--- config.mk ---
export PLATFORM = sky130hd
export DESIGN_NAME = vga_sync_monitor
export DESIGN_NICKNAME = d
export VERILOG_FILES = /design/src/rtl/vga_sync_monitor.sv
export SDC_FILE = /design/constraint.sdc
export NUM_CORES = 1
export LEC_CHECK = 0
export CELL_PAD_IN_SITES_DETAIL_PLACEMENT = 0
export CELL_PAD_IN_SITES_GLOBAL_PLACEMENT = 1
export CORE_MARGIN = 4
export CORE_UTILIZATION = 35
export DETAILED_ROUTE_END_ITERATION = 6
export PLACE_DENSITY = 0.65
export SYNTH_ARGS = -nofsm -noshare
export SYNTH_HDL_FRONTEND = slang
export SYNTH_SLANG_ARGS = --single-unit
--- constraint.sdc ---
create_clock -name clk_vga -period 2.37 [get_ports clk_vga]
set_clock_uncertainty 0.2 [all_clocks]
set_input_delay 0.711 -clock clk_vga [delete_from_list [all_inputs] [get_ports clk_vga]]
set_output_delay 0.711 -clock clk_vga [all_outputs]
set_load 0.005 [all_outputs]
--- src/rtl/vga_sync_monitor.sv ---
// vga_sync_monitor
//   Receive-side checker for VGA sync timing. Samples the horizontal and
//   vertical sync pins in the pixel clock domain, measures the line period,
//   the hsync width and the frame length, and rebuilds the pixel position
//   from the syncs alone. Lock is declared after LOCK_FRAMES consecutive
//   good frames; loss of lock raises a single-cycle error pulse.
//
//   Ports
//     clk_vga      pixel clock, all logic on its rising edge
//     rst_n        asynchronous reset, active-low
//     vga_hs       horizontal sync pin, active level set by SYNC_POL
//     vga_vs       vertical sync pin, active level set by SYNC_POL
//     hc_meas      last measured line period (clocks)
//     hs_width     last measured hsync active width (clocks)
//     vc_meas      last measured frame length (lines)
//     h_pos        clocks since last hsync leading edge, 0 while unlocked
//     v_pos        lines since last vsync leading edge, 0 while unlocked
//     frame_start  1-cycle pulse on a vsync leading edge while locked
//     locked       timing matches H_TOTAL / V_TOTAL
//     sync_err     1-cycle pulse when lock is lost
//
//   The sync inputs carry no handshake: every clock edge samples both pins
//   and all derived events (edges, measurements, state changes) take effect
//   two edges after a pin change is first captured.
module vga_sync_monitor #(
  parameter int H_TOTAL     = 1344,
  parameter int V_TOTAL     = 806,
  parameter bit SYNC_POL    = 1'b0,
  parameter int LOCK_FRAMES = 2,
  parameter int CW          = 11
) (
  input  logic          clk_vga,
  input  logic          rst_n,
  input  logic          vga_hs,
  input  logic          vga_vs,
  output logic [CW-1:0] hc_meas,
  output logic [CW-1:0] hs_width,
  output logic [CW-1:0] vc_meas,
  output logic [CW-1:0] h_pos,
  output logic [CW-1:0] v_pos,
  output logic          frame_start,
  output logic          locked,
  output logic          sync_err
);

  localparam logic [CW-1:0] ONE    = CW'(1);
  localparam logic [CW-1:0] H_T    = CW'(H_TOTAL);
  localparam logic [CW-1:0] H_LAST = CW'(H_TOTAL - 1);
  localparam logic [CW-1:0] V_T    = CW'(V_TOTAL);
  localparam logic [3:0]    LOCK_N = 4'(LOCK_FRAMES);

  typedef enum logic [1:0] {
    SEARCH  = 2'd0,
    MEASURE = 2'd1,
    LOCKED  = 2'd2
  } state_t;

  function automatic logic [CW-1:0] sat_inc(input logic [CW-1:0] v);
    return (v == {CW{1'b1}}) ? v : v + ONE;
  endfunction

  // Input stage: pins folded to active-high, then two register stages
  logic hs_s0, vs_s0;
  logic hs_s1, hs_s2, vs_s1, vs_s2;
  logic hs_rise, hs_fall, vs_rise;

  assign hs_s0   = vga_hs ^ ~SYNC_POL;
  assign vs_s0   = vga_vs ^ ~SYNC_POL;
  assign hs_rise = hs_s1 & ~hs_s2;
  assign hs_fall = ~hs_s1 & hs_s2;
  assign vs_rise = vs_s1 & ~vs_s2;

  // Counters and measurement registers
  logic [CW-1:0] h_cnt, w_cnt, v_cnt;
  logic          first_line;
  logic          line_bad;

  logic [CW-1:0] h_cnt_inc;
  logic          ev_hlen, ev_hmiss, line_ev, ev_vover, frame_good;

  assign h_cnt_inc = sat_inc(h_cnt);
  // A measured line whose period is not exactly H_TOTAL
  assign ev_hlen   = hs_rise & ~first_line & (h_cnt_inc != H_T);
  // h_cnt is about to reach H_TOTAL with no hsync edge: missing hsync
  assign ev_hmiss  = ~hs_rise & (h_cnt == H_LAST);
  assign line_ev   = ev_hlen | ev_hmiss;
  // Another line would push the frame past V_TOTAL
  assign ev_vover  = hs_rise & ~vs_rise & (v_cnt >= V_T);
  // Judged at a vsync edge; includes a line event in that same cycle
  assign frame_good = (v_cnt == V_T) & ~line_bad & ~line_ev;

  // FSM
  state_t     state, state_nxt;
  logic [3:0] good_cnt, good_nxt, good_inc;
  logic       err_nxt, fs_nxt;

  assign good_inc = good_cnt + 4'd1;

  always_comb begin
    state_nxt = state;
    good_nxt  = good_cnt;
    err_nxt   = 1'b0;
    fs_nxt    = 1'b0;
    case (state)
      SEARCH: begin
        if (vs_rise) begin
          state_nxt = MEASURE;
          good_nxt  = 4'd0;
        end
      end
      MEASURE: begin
        if (vs_rise) begin
          if (frame_good) begin
            good_nxt = good_inc;
            if (good_inc == LOCK_N) state_nxt = LOCKED;
          end else begin
            good_nxt = 4'd0;
          end
        end
      end
      LOCKED: begin
        // Error takes priority over the frame_start pulse
        if (line_ev || ev_vover || (vs_rise && (v_cnt != V_T))) begin
          err_nxt   = 1'b1;
          state_nxt = MEASURE;
          good_nxt  = 4'd0;
        end else if (vs_rise) begin
          fs_nxt = 1'b1;
        end
      end
      default: begin
        state_nxt = SEARCH;
        good_nxt  = 4'd0;
      end
    endcase
  end

  always_ff @(posedge clk_vga or negedge rst_n) begin
    if (!rst_n) begin
      state       <= SEARCH;
      good_cnt    <= 4'd0;
      locked      <= 1'b0;
      sync_err    <= 1'b0;
      frame_start <= 1'b0;
    end else begin
      state       <= state_nxt;
      good_cnt    <= good_nxt;
      locked      <= (state_nxt == LOCKED);
      sync_err    <= err_nxt;
      frame_start <= fs_nxt;
    end
  end

  always_ff @(posedge clk_vga or negedge rst_n) begin
    if (!rst_n) begin
      hs_s1      <= 1'b0;
      hs_s2      <= 1'b0;
      vs_s1      <= 1'b0;
      vs_s2      <= 1'b0;
      h_cnt      <= '0;
      w_cnt      <= '0;
      v_cnt      <= '0;
      first_line <= 1'b1;
      line_bad   <= 1'b0;
      hc_meas    <= '0;
      hs_width   <= '0;
      vc_meas    <= '0;
    end else begin
      hs_s1 <= hs_s0;
      hs_s2 <= hs_s1;
      vs_s1 <= vs_s0;
      vs_s2 <= vs_s1;

      h_cnt <= hs_rise ? '0 : h_cnt_inc;
      if (hs_rise) first_line <= 1'b0;
      if (hs_rise && !first_line) hc_meas <= h_cnt_inc;

      if (hs_rise)    w_cnt <= '0;
      else if (hs_s1) w_cnt <= sat_inc(w_cnt);
      if (hs_fall) hs_width <= sat_inc(w_cnt);

      // A coincident hsync edge is the first line of the new frame
      if (vs_rise) begin
        vc_meas <= v_cnt;
        v_cnt   <= hs_rise ? ONE : '0;
      end else if (hs_rise) begin
        v_cnt <= sat_inc(v_cnt);
      end

      line_bad <= vs_rise ? 1'b0 : (line_bad | line_ev);
    end
  end

  assign h_pos = locked ? h_cnt : '0;
  assign v_pos = locked ? v_cnt : '0;

endmodule
final_clocks.png
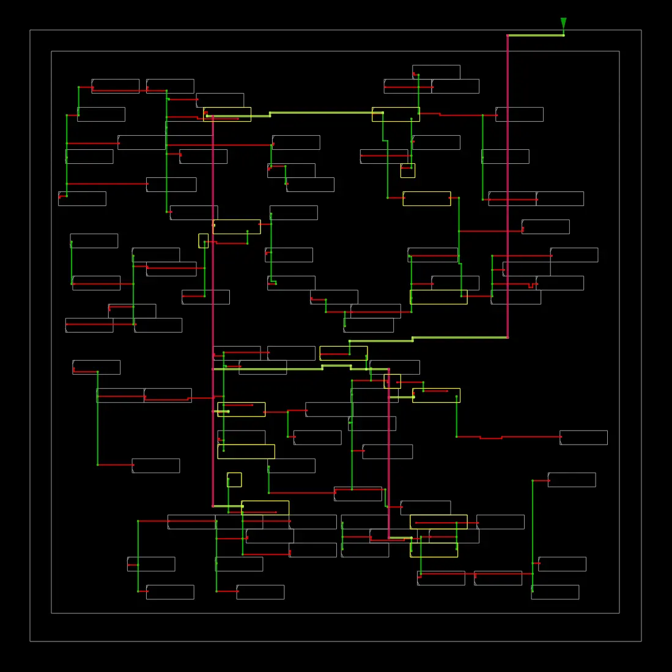
clk_buf instances: 9
CTS sink cnt: 81

metal_stack.png
Scale bar: 20 µm. Two of the layers only.
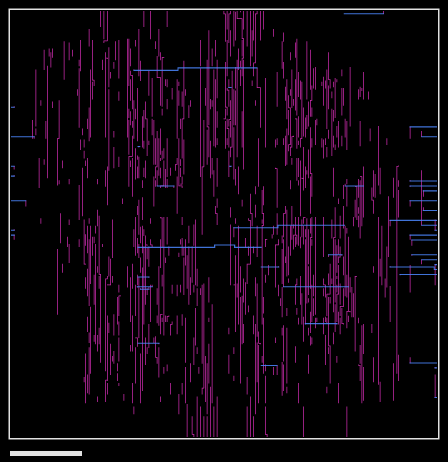
Key: met2 = magenta [wire length 4940 µm]; met3 = blue [wire length 307 µm]

==> summary.txt <==
The layout was made with Yosys and OpenROAD.

The flow ran to the end, but the final reports show violations. The checks that failed: negative setup slack. The placed wire-length estimate is 7410 µm. Setup repair after global routing could not meet its margin everywhere. The worst voltage drop across the vdd grid is 0.299 mV. In the post-synthesis netlist, the cell with the most instances is sky130_fd_sc_hd__dfrtp_1.

The mapped netlist covers 4260 µm². OpenSTA lists the critical path startpoint as locked. The first global-routing pass estimated 17300 µm of wire. The latest clock arrival within the worst-skew pair is 0.35 ns.

The per-instance average area after synthesis is 9.28 µm². The synthesized design spends more area on one cell type than any other, namely sky130_fd_sc_hd__dfrtp_1. The max-capacitance violation count is 0.

The pin count of the biggest net entering global routing is 34. The fraction of the core area occupied by cells at floorplan is 0.356. The worst hold path belongs to the class input port to asynchronous set/reset pin.

Endpoints with negative setup slack in the final report add up to 1. The number of antenna violations at the first check in global routing came to 0. From left edge to right edge, the die measures 118 µm.

Dividing the detail-routed wire length by the instance count gives 15.2 µm. The commonest cells after synthesis are 80 x sky130_fd_sc_hd__dfrtp_1, 77 x sky130_fd_sc_hd__nand2_1, 37 x sky130_fd_sc_hd__nor2_1, 32 x sky130_fd_sc_hd__o21ai_0, 24 x sky130_fd_sc_hd__and2_1. The longest incremental delay of any stage on the critical path is reported as 0.44 ns. Ranking logic cells in the layout by count gives the top entries 77 x sky130_fd_sc_hd__nand2_1, 71 x sky130_fd_sc_hd__dfrtp_1, 39 x sky130_fd_sc_hd__clkdlybuf4s50_1. In this run the tool buffered the top-level ports with 61 buffer cells. In this run the power density over the cells is 677 nW/µm².

The post-route DRC violation count is 0. For this run, the number of Yosys warnings is 0. The worst register-to-register path begins at h_cnt[0]. The share of the clock period used by the worst path after layout is 1.02. The number of DRC violations after detailed-routing iteration 0 is 180. For reference, the critical path is captured by h_pos[1]. The post-synth register bit count is 81. Recorded from the global router log, the overflow total was 0. The sequential area share after synthesis is 0.476. Synthesis produced 459 cells. At the end of the flow, the number of nets in the layout was 542.

The number of buffers on the longest clock path is 2. The chip occupies 14000 µm². The number of H-tree branching levels is 3. Clock tree synthesis inserted a total of 9 buffers. The repair_antennas step left the layout with diodes totalling 0. The kind of critical path is flip-flop to output port. In this run the count of I/O pins placed on the die edge is 62. The transition time of the tightest slew-check pin is 0.755 ns.

In the global route stage, overall resource usage came out at 0.152. Counting only logic cells after layout, the most numerous master is sky130_fd_sc_hd__nand2_1. At the end of routability-driven placement, the weighted congestion stood at 0.822. The leakage component of the power is 2.68 nW.

TritonCTS built the clock tree. The floorplan step defined a core boundary enclosing 12000 µm². The endpoint required time on the critical path is 1.46 ns. Post-synthesis, Yosys gives the total cell area as 4260 µm². The final timing report lists a hold violation count of 0.

Final hold analysis gives a worst-case slack of 0.115 ns. The final timing report gives a worst setup slack of -0.0375 ns. The share of flip-flops with an asynchronous set or reset after synthesis is 1.00. The worst-path maximum fanout is 6. Broken down by cell family, the worst path's largest delay share belongs to buffers and inverters. The fraction of post-synthesis cell area in the top cell type by area is 0.470.
met1.png
Scale bar: 20 µm.
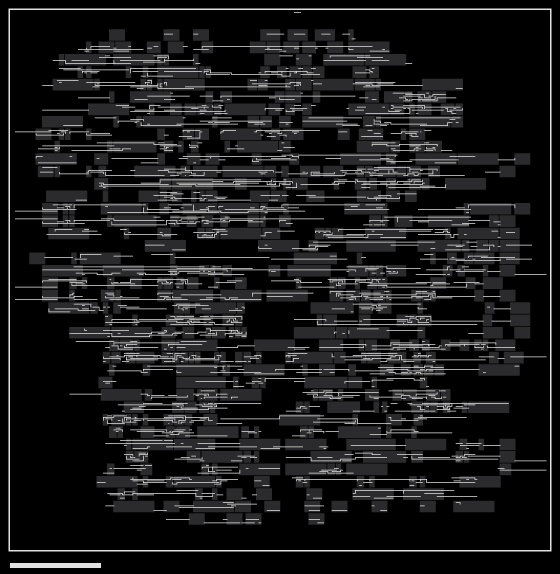
The layer carries 4980 µm of wire. The longest straight run is 37.3 µm. The wires run mostly horizontal. 499 nets have wire on it. The layer holds 48% of the routed length.

-- what timing repair did --
action / CTS / global route
hold endpoints to repair: 0 / 0
buffers inserted: 0 / 4
pin swaps: 0 / 5
gates cloned: 0 / 1
endpoints found under the setup margin: 22 / 21
resized: 14 / 30
-- cell type report --
cell class	instances	area (µm²)	share of cell area
inverters	11	41.3	0.00744
repair buffers	94	905	0.163
well taps	147	184	0.0332
clock inverters	7	119	0.0214
clock buffers	9	225	0.0406
multi-input cells	335	2030	0.367
flip-flops and latches	81	2040	0.368
-- where the power goes --
group,internal (mW),switching (mW)
combinational,0.262,0.272
clock,1.03,0.588
sequential,1.50,0.107
-- cells by family (layout without fill, tap and decap cells) --
logic type               after synthesis  in the layout  synth area share
AND-OR/OR-AND                         85             85             0.134
buffers and inverters                 43            121            0.0505
adder cells (fa/ha/maj)                6              6            0.0176
flip-flops                            81             81             0.476
AND/OR/NAND/NOR                      222            222             0.276
XOR/XNOR                              19             19            0.0390
multiplexers                           3              3           0.00705
-- sequential cells by signal (all words and copies together), names as in the netlist --
signal	flops
first_line	1
frame_start	1
good_cnt	4
h_cnt	11
hc_meas	11
hs_s1	1
hs_s2	1
hs_width	11
line_bad	1
locked	1
state	2
sync_err	1
v_cnt	11
vc_meas	11
vs_s1	1
vs_s2	1
w_cnt	11
-- metrics by stage --
stage	cell area, µm²	cells	TNS [ns]	setup slack [ns]
after floorplan	4260	459	0	0.184
after global placement	5100	663	0	0.141
after detailed placement	5100	663	0	0.0988
after CTS	5450	679	-0.798	-0.0781
after global routing	5550	684	-0.109	-0.107
final	5550	684	-0.0375	-0.0375
-- routing by layer --
metal	global-route usage	vias to the layer above	share of wire
met1	0.204	1665	0.48
met3	0.0263	12	0.029
met5	0	-	0
met2	0.244	53	0.47
met4	0.0615	0	0.018
li1	-	1732	-
Power is estimated from default activity; no workload was simulated.
